### src/rtl/vga_timing_gen_if.sv
// Pixel-side bundle of vga_timing_gen: pattern controls in, sync/coords/colour out.
interface vga_timing_gen_if #(
    parameter int unsigned COLOR_W = 1
);
    logic [1:0]         mode;
    logic               pause;
    logic               hsync;
    logic               vsync;
    logic               de;
    logic [10:0]        x;
    logic [9:0]         y;
    logic [COLOR_W-1:0] r;
    logic [COLOR_W-1:0] g;
    logic [COLOR_W-1:0] b;
    logic               frame_start;
    logic [7:0]         frame_cnt;

    modport master (
        input  mode, pause,
        output hsync, vsync, de, x, y, r, g, b, frame_start, frame_cnt
    );

    modport slave (
        output mode, pause,
        input  hsync, vsync, de, x, y, r, g, b, frame_start, frame_cnt
    );
endinterface

### src/rtl/vga_timing_gen.sv
// Parametrised VGA timing and test-pattern generator; all outputs registered one clk after hcnt/vcnt.
// Optional macro VGA_BORDER_EN paints a one-pixel all-ones frame around the visible area.
module vga_timing_gen #(
    parameter int unsigned H_VIS       = 800,
    parameter int unsigned H_FP        = 56,
    parameter int unsigned H_SYNC      = 120,
    parameter int unsigned H_BP        = 64,
    parameter int unsigned V_VIS       = 600,
    parameter int unsigned V_FP        = 37,
    parameter int unsigned V_SYNC      = 6,
    parameter int unsigned V_BP        = 23,
    parameter int unsigned H_POL       = 1,
    parameter int unsigned V_POL       = 1,
    parameter int unsigned COLOR_W     = 1,
    parameter int unsigned CHECK_SHIFT = 5
) (
    input logic              clk,
    input logic              rst_n,
    vga_timing_gen_if.master bus
);
    localparam int unsigned H_PER = H_VIS + H_FP + H_SYNC + H_BP;
    localparam int unsigned V_PER = V_VIS + V_FP + V_SYNC + V_BP;
    localparam int unsigned BAR_W = H_VIS / 8;

    if (H_VIS < 8 || V_VIS < 8 || H_FP < 1 || H_SYNC < 1 || H_BP < 1 || V_FP < 1 ||
        V_SYNC < 1 || V_BP < 1 || H_PER > 2048 || V_PER > 1024 || COLOR_W < 1 ||
        CHECK_SHIFT > 7) begin : g_param_err
        $error("vga_timing_gen: illegal parameter set");
    end

    localparam logic [10:0] H_LAST    = 11'(H_PER - 1);
    localparam logic [10:0] H_VIS_L   = 11'(H_VIS);
    localparam logic [10:0] H_SS      = 11'(H_VIS + H_FP);
    localparam logic [10:0] H_SE      = 11'(H_VIS + H_FP + H_SYNC);
    localparam logic [10:0] BAR_LAST  = 11'(BAR_W - 1);
    localparam logic [9:0]  V_LAST    = 10'(V_PER - 1);
    localparam logic [9:0]  V_VIS_L   = 10'(V_VIS);
    localparam logic [9:0]  V_SS      = 10'(V_VIS + V_FP);
    localparam logic [9:0]  V_SE      = 10'(V_VIS + V_FP + V_SYNC);
    localparam logic        HS_ON     = 1'(H_POL);
    localparam logic        VS_ON     = 1'(V_POL);

    logic [10:0]        hcnt;
    logic [9:0]         vcnt;
    logic [7:0]         frame_cnt_q;
    logic [1:0]         mode_q;
    logic [2:0]         bar_idx;
    logic [10:0]        bar_px;
    logic               h_last, v_last, vis, chk;
    logic [COLOR_W-1:0] pix_r, pix_g, pix_b;

    always_comb begin
        h_last = (hcnt == H_LAST);
        v_last = (vcnt == V_LAST);
        vis    = (hcnt < H_VIS_L) && (vcnt < V_VIS_L);
        // Only bit CHECK_SHIFT of each sum matters, so the low slices suffice.
        chk = 1'((hcnt[CHECK_SHIFT:0] + frame_cnt_q[CHECK_SHIFT:0]) >> CHECK_SHIFT) ^
              1'((vcnt[CHECK_SHIFT:0] + frame_cnt_q[CHECK_SHIFT:0]) >> CHECK_SHIFT);
        pix_r = '0;
        pix_g = '0;
        pix_b = '0;
        case (mode_q)
            2'd1: begin
                pix_r = {COLOR_W{chk}};
                pix_g = {COLOR_W{~chk}};
            end
            2'd2: begin
                pix_r = {COLOR_W{bar_idx[2]}};
                pix_g = {COLOR_W{bar_idx[1]}};
                pix_b = {COLOR_W{bar_idx[0]}};
            end
            2'd3: begin
                pix_r = '1;
                pix_g = '1;
                pix_b = '1;
            end
            default: ;
        endcase
`ifdef VGA_BORDER_EN
        if (hcnt == 11'd0 || hcnt == H_VIS_L - 11'd1 || vcnt == 10'd0 ||
            vcnt == V_VIS_L - 10'd1) begin
            pix_r = '1;
            pix_g = '1;
            pix_b = '1;
        end
`endif
        if (!vis) begin
            pix_r = '0;
            pix_g = '0;
            pix_b = '0;
        end
    end

    always_ff @(posedge clk or negedge rst_n) begin
        if (!rst_n) begin
            hcnt            <= '0;
            vcnt            <= '0;
            frame_cnt_q     <= '0;
            mode_q          <= '0;
            bar_idx         <= '0;
            bar_px          <= '0;
            bus.hsync       <= ~HS_ON;
            bus.vsync       <= ~VS_ON;
            bus.de          <= 1'b0;
            bus.x           <= '0;
            bus.y           <= '0;
            bus.r           <= '0;
            bus.g           <= '0;
            bus.b           <= '0;
            bus.frame_start <= 1'b0;
            bus.frame_cnt   <= '0;
        end else begin
            if (h_last) begin
                hcnt <= '0;
                vcnt <= v_last ? '0 : vcnt + 10'd1;
            end else begin
                hcnt <= hcnt + 11'd1;
            end
            if (h_last && v_last) begin
                mode_q <= bus.mode;
                if (!bus.pause) frame_cnt_q <= frame_cnt_q + 8'd1;
            end
            // Bar index tracks hcnt/BAR_W without a divider; leftover pixels stay in bar 7.
            if (h_last) begin
                bar_idx <= '0;
                bar_px  <= '0;
            end else if (hcnt < H_VIS_L) begin
                if (bar_px == BAR_LAST) begin
                    bar_px <= '0;
                    if (bar_idx != 3'd7) bar_idx <= bar_idx + 3'd1;
                end else begin
                    bar_px <= bar_px + 11'd1;
                end
            end
            bus.hsync <= (hcnt >= H_SS && hcnt < H_SE) ? HS_ON : ~HS_ON;
            bus.vsync <= (vcnt >= V_SS && vcnt < V_SE) ? VS_ON : ~VS_ON;
            bus.de    <= vis;
            if (vis) begin
                bus.x <= hcnt;
                bus.y <= vcnt;
            end
            bus.r           <= pix_r;
            bus.g           <= pix_g;
            bus.b           <= pix_b;
            bus.frame_start <= (hcnt == 11'd0) && (vcnt == 10'd0);
            bus.frame_cnt   <= frame_cnt_q;
        end
    end
endmodule

### src/flat_wrapper.sv
// flat-port wrapper written by rule: the top's interface ports become plain ports
module vga_timing_gen_flat 
#(
    parameter int unsigned H_VIS       = 800,
    parameter int unsigned H_FP        = 56,
    parameter int unsigned H_SYNC      = 120,
    parameter int unsigned H_BP        = 64,
    parameter int unsigned V_VIS       = 600,
    parameter int unsigned V_FP        = 37,
    parameter int unsigned V_SYNC      = 6,
    parameter int unsigned V_BP        = 23,
    parameter int unsigned H_POL       = 1,
    parameter int unsigned V_POL       = 1,
    parameter int unsigned COLOR_W     = 1,
    parameter int unsigned CHECK_SHIFT = 5
)
  (clk, rst_n, bus_mode, bus_pause, bus_hsync, bus_vsync, bus_de, bus_x, bus_y, bus_r, bus_g, bus_b, bus_frame_start, bus_frame_cnt);
  vga_timing_gen_if #(.COLOR_W(COLOR_W)) bus_i ();
  input logic clk;
  input logic rst_n;
  input wire logic [$bits(bus_i.mode)-1:0] bus_mode;
  input wire logic [$bits(bus_i.pause)-1:0] bus_pause;
  output wire logic [$bits(bus_i.hsync)-1:0] bus_hsync;
  output wire logic [$bits(bus_i.vsync)-1:0] bus_vsync;
  output wire logic [$bits(bus_i.de)-1:0] bus_de;
  output wire logic [$bits(bus_i.x)-1:0] bus_x;
  output wire logic [$bits(bus_i.y)-1:0] bus_y;
  output wire logic [$bits(bus_i.r)-1:0] bus_r;
  output wire logic [$bits(bus_i.g)-1:0] bus_g;
  output wire logic [$bits(bus_i.b)-1:0] bus_b;
  output wire logic [$bits(bus_i.frame_start)-1:0] bus_frame_start;
  output wire logic [$bits(bus_i.frame_cnt)-1:0] bus_frame_cnt;
  assign bus_i.mode = bus_mode;
  assign bus_i.pause = bus_pause;
  assign bus_hsync = bus_i.hsync;
  assign bus_vsync = bus_i.vsync;
  assign bus_de = bus_i.de;
  assign bus_x = bus_i.x;
  assign bus_y = bus_i.y;
  assign bus_r = bus_i.r;
  assign bus_g = bus_i.g;
  assign bus_b = bus_i.b;
  assign bus_frame_start = bus_i.frame_start;
  assign bus_frame_cnt = bus_i.frame_cnt;
  vga_timing_gen #(.H_VIS(H_VIS), .H_FP(H_FP), .H_SYNC(H_SYNC), .H_BP(H_BP), .V_VIS(V_VIS), .V_FP(V_FP), .V_SYNC(V_SYNC), .V_BP(V_BP), .H_POL(H_POL), .V_POL(V_POL), .COLOR_W(COLOR_W), .CHECK_SHIFT(CHECK_SHIFT)) u_core (.clk(clk), .rst_n(rst_n), .bus(bus_i));
endmodule
### config.mk
export PLATFORM = sky130hd
export DESIGN_NAME = vga_timing_gen_flat
export DESIGN_NICKNAME = d
export VERILOG_FILES = /design/src/rtl/vga_timing_gen_if.sv /design/src/rtl/vga_timing_gen.sv /design/src/flat_wrapper.sv
export SDC_FILE = /design/constraint.sdc
export NUM_CORES = 1
export LEC_CHECK = 0
export CAP_MARGIN = 20
export CORE_MARGIN = 3
export CORE_UTILIZATION = 56
export CTS_CLUSTER_DIAMETER = 80
export DETAILED_ROUTE_END_ITERATION = 10
export GPL_TIMING_DRIVEN = 1
export HOLD_SLACK_MARGIN = 0.12
export PLACE_DENSITY_LB_ADDON = 0.3
export REMOVE_ABC_BUFFERS = 1
export SLEW_MARGIN = 30
export SYNTH_ARGS = -nofsm -noshare
export SYNTH_HDL_FRONTEND = slang
export SYNTH_SLANG_ARGS = --single-unit
### constraint.sdc
create_clock -name clk -period 2.7 [get_ports clk]
set_input_delay 0.54 -clock clk [delete_from_list [all_inputs] [get_ports clk]]
set_output_delay 0.54 -clock clk [all_outputs]
set_load 0.05 [all_outputs]
Figure 1. Port wiring.
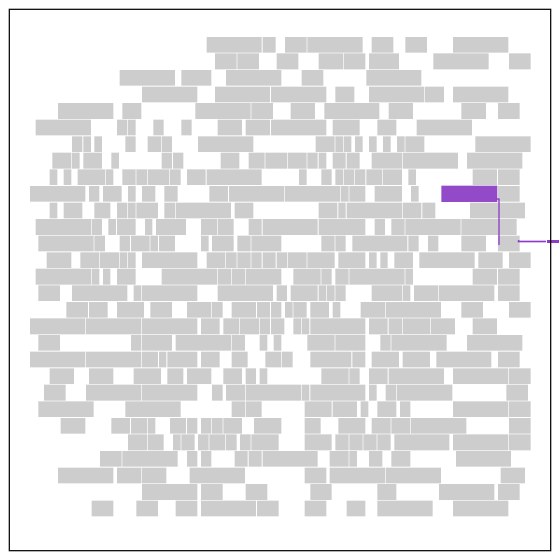
- purple: bus_frame_start (direction output; edge right; end cells 1; wire 12.5 um)

Figure 2. Signal wires by layer.
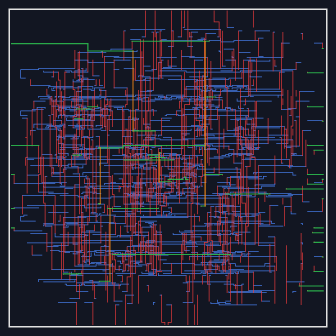
- red: M2 (wire length 3470 um)
- green: M3 (wire length 280 um)
- blue: M1 (wire length 3330 um)
- orange: M4 (wire length 113 um)

Figure 3. Clock nets.
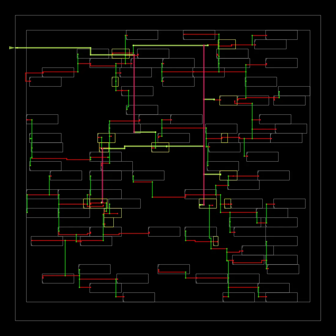
clock buffer count: 10
clk latency late pin: 0.34 ns

Figure 4. Clock wires, drivers and flops.
Bar = 20 um.
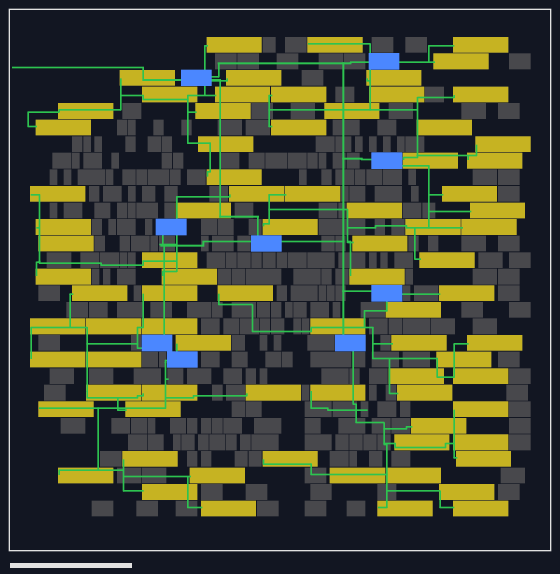
- blue: clock-net drivers (count 9)
- green: clock wires (length 910 um)
- yellow: flip-flops (count 81)
- flops lie: all over the die
- routed clock nets: 10

[where the power goes]
part | leakage [nW] | internal (W) | switching, W
Combinational | 0.966 | 0.0000130 | 0.0000345
Clock | 0.0818 | 0.000328 | 0.000422
Sequential | 1.08 | 0.00122 | 0.00000236
Total | 2.13 | 0.00156 | 0.000459
[final cells by class]
cell class,instances,area [um^2],area share
Inverter,7,26.3,0.00591
Multi-Input combinational cell,231,1700,0.383
Sequential cell,81,2030,0.456
Clock buffer,10,128,0.0287
Tap cell,77,96.3,0.0217
Timing Repair Buffer,44,432,0.0971
Clock inverter,6,35.0,0.00788
==> impl_metrics.csv <==
group,metric,value,unit
run_status,run_status,"complete, no violations",
final_timing,finalHoldViolCount,0,
pwr,power_density,453,nW/um^2
detailed_routing,highest_layer,"met4",
final_layout,area.growth.synth_to_final,16.2,%
detailed_routing,drtIter0Drc,92,
logic_synthesis,synth_area,3830,um^2
final_layout,final_common_cell,"dfrtp_1",
job,warnings,29,
logic_synthesis,synth.area.top_cells,"dfrtp_1 53%, mux2_2 6.8%, ha_1 5.9%, xnor2_1 3.4%, xor2_1 3.2%",
grt,grtUsageMet3,0.0503,
cts,numCtsBuffers,9,
logic_synthesis,syn_inst,331,
cts,cts_setup_buffers,0,
detailed_routing,drt-met1-wl,3330,um
worst_hold_path,hp-class,"input pin to asynchronous set/reset pin",
detailed_routing,ant_nets,0,
cts,clk_pin_slew_worst_paths,0.08,ns
final_timing,grt_setup_unrepaired,"false",
critical_path,cp.depth,6,
logic_synthesis,async_flop_share,1.00,
logic_synthesis,yosys.area_share.xor_xnor,0.0664,
critical_path,required,2.92,ns
grt,use_met2,0.323,
cts,ctsHtreeMaxLevel,3,
critical_path,cp_top_family,"simple AND/OR/NAND/NOR gates",
logic_synthesis,synth_flops,81,
pwr,p_leak,2.13,nW
logic_synthesis,synth.distinct_cells,50,
final_timing,fmax,471,MHz
detailed_routing,vias,2643,
placement,dpl.cell_count,440,
logic_synthesis,ys_cells,331,
final_layout,fillers,508,
die,ios,41,
final_timing,worst_pin_slew,0.719,ns
die,core_area,6490,um^2
logic_synthesis,yosys.cell_count.top_type,"dfrtp_1",
final_layout,post-route-util,0.685,
final_timing,period_needed,2.12,ns
critical_path,reg2reg_depth,6,
grt,grt_max_degree,82,
critical_path,start_kind,"register",
logic_synthesis,yosys_area,3830,um^2
logic_synthesis,synthMuxAreaShare,0.0729,
final_timing,slew_viol_final,0,
detailed_routing,drc,0,
final_layout,reg_top3,"u_core.bar_px: 11 flops, u_core.bus.x: 11 flops, u_core.hcnt: 11 flops",
cts,cts_root_buffer,"clkbuf_8",
logic_synthesis,netlist.top_cell.by_area,"dfrtp_1",
job,maxCapViolations,0,
final_timing,maxSlewHeadroom,0.520,
detailed_routing,drtPass1Iterations,4,
placement,finalWeightedCongestion,0.840,
critical_path,crit_start,"u_core.bar_px[0]$_DFFE_PN0P_",
grt,grt.total_usage,0.201,
final_layout,nNetsFinal,397,
detailed_routing,wl_met3,279,um
critical_path,crit_end,"u_core.bar_idx[0]$_DFFE_PN0P_",
final_layout,antenna_cells,0,
placement,hpwl,5100,um
final_layout,final_layout_top_logic_cells,"81 x dfrtp_1, 39 x clkdlybuf4s50_1, 23 x nor2_1, 23 x mux2_2, 22 x nand2_1",
placement,numPortBuffers,40,
die,fp_util,0.589,
final_timing,setup_viol,0,
cts,cts_resized,0,
cts,cts_tree,"built",
final_layout,stdcell_count,456,
final_timing,hold_ws,0.207,ns
pwr,irDropWorstVdd,0.312,mV
detailed_routing,vias_per_cell,5.80,
critical_path,path_buffers,0,
grt,grt-busiest-layer,"met2",
die,rows,29,
placement,pre_cts_ws,0.570,ns
final_timing,setup_tns,0,ns
logic_synthesis,seq_area_frac_synth,0.530,
logic_synthesis,fa_ha_area_frac,0.0589,
grt,antenna_found_initial,0,
logic_synthesis,ys_sh_aoi,0.0880,
critical_path,critPathKind,"register to register",
logic_synthesis,logic_family,"simple AND/OR/NAND/NOR gates",
logic_synthesis,ys.flop_type,"dfrtp_1",
final_layout,drive_gt1_frac,0.150,
die,die-height,88.7,um
pwr,power,0.00201,W
final_timing,clock_skew,0.0109,ns
critical_path,slowest_stage,"or4b_1",
critical_path,path_max_fanout,6,
No activity file was given, so power comes from the tool's default toggle rates.
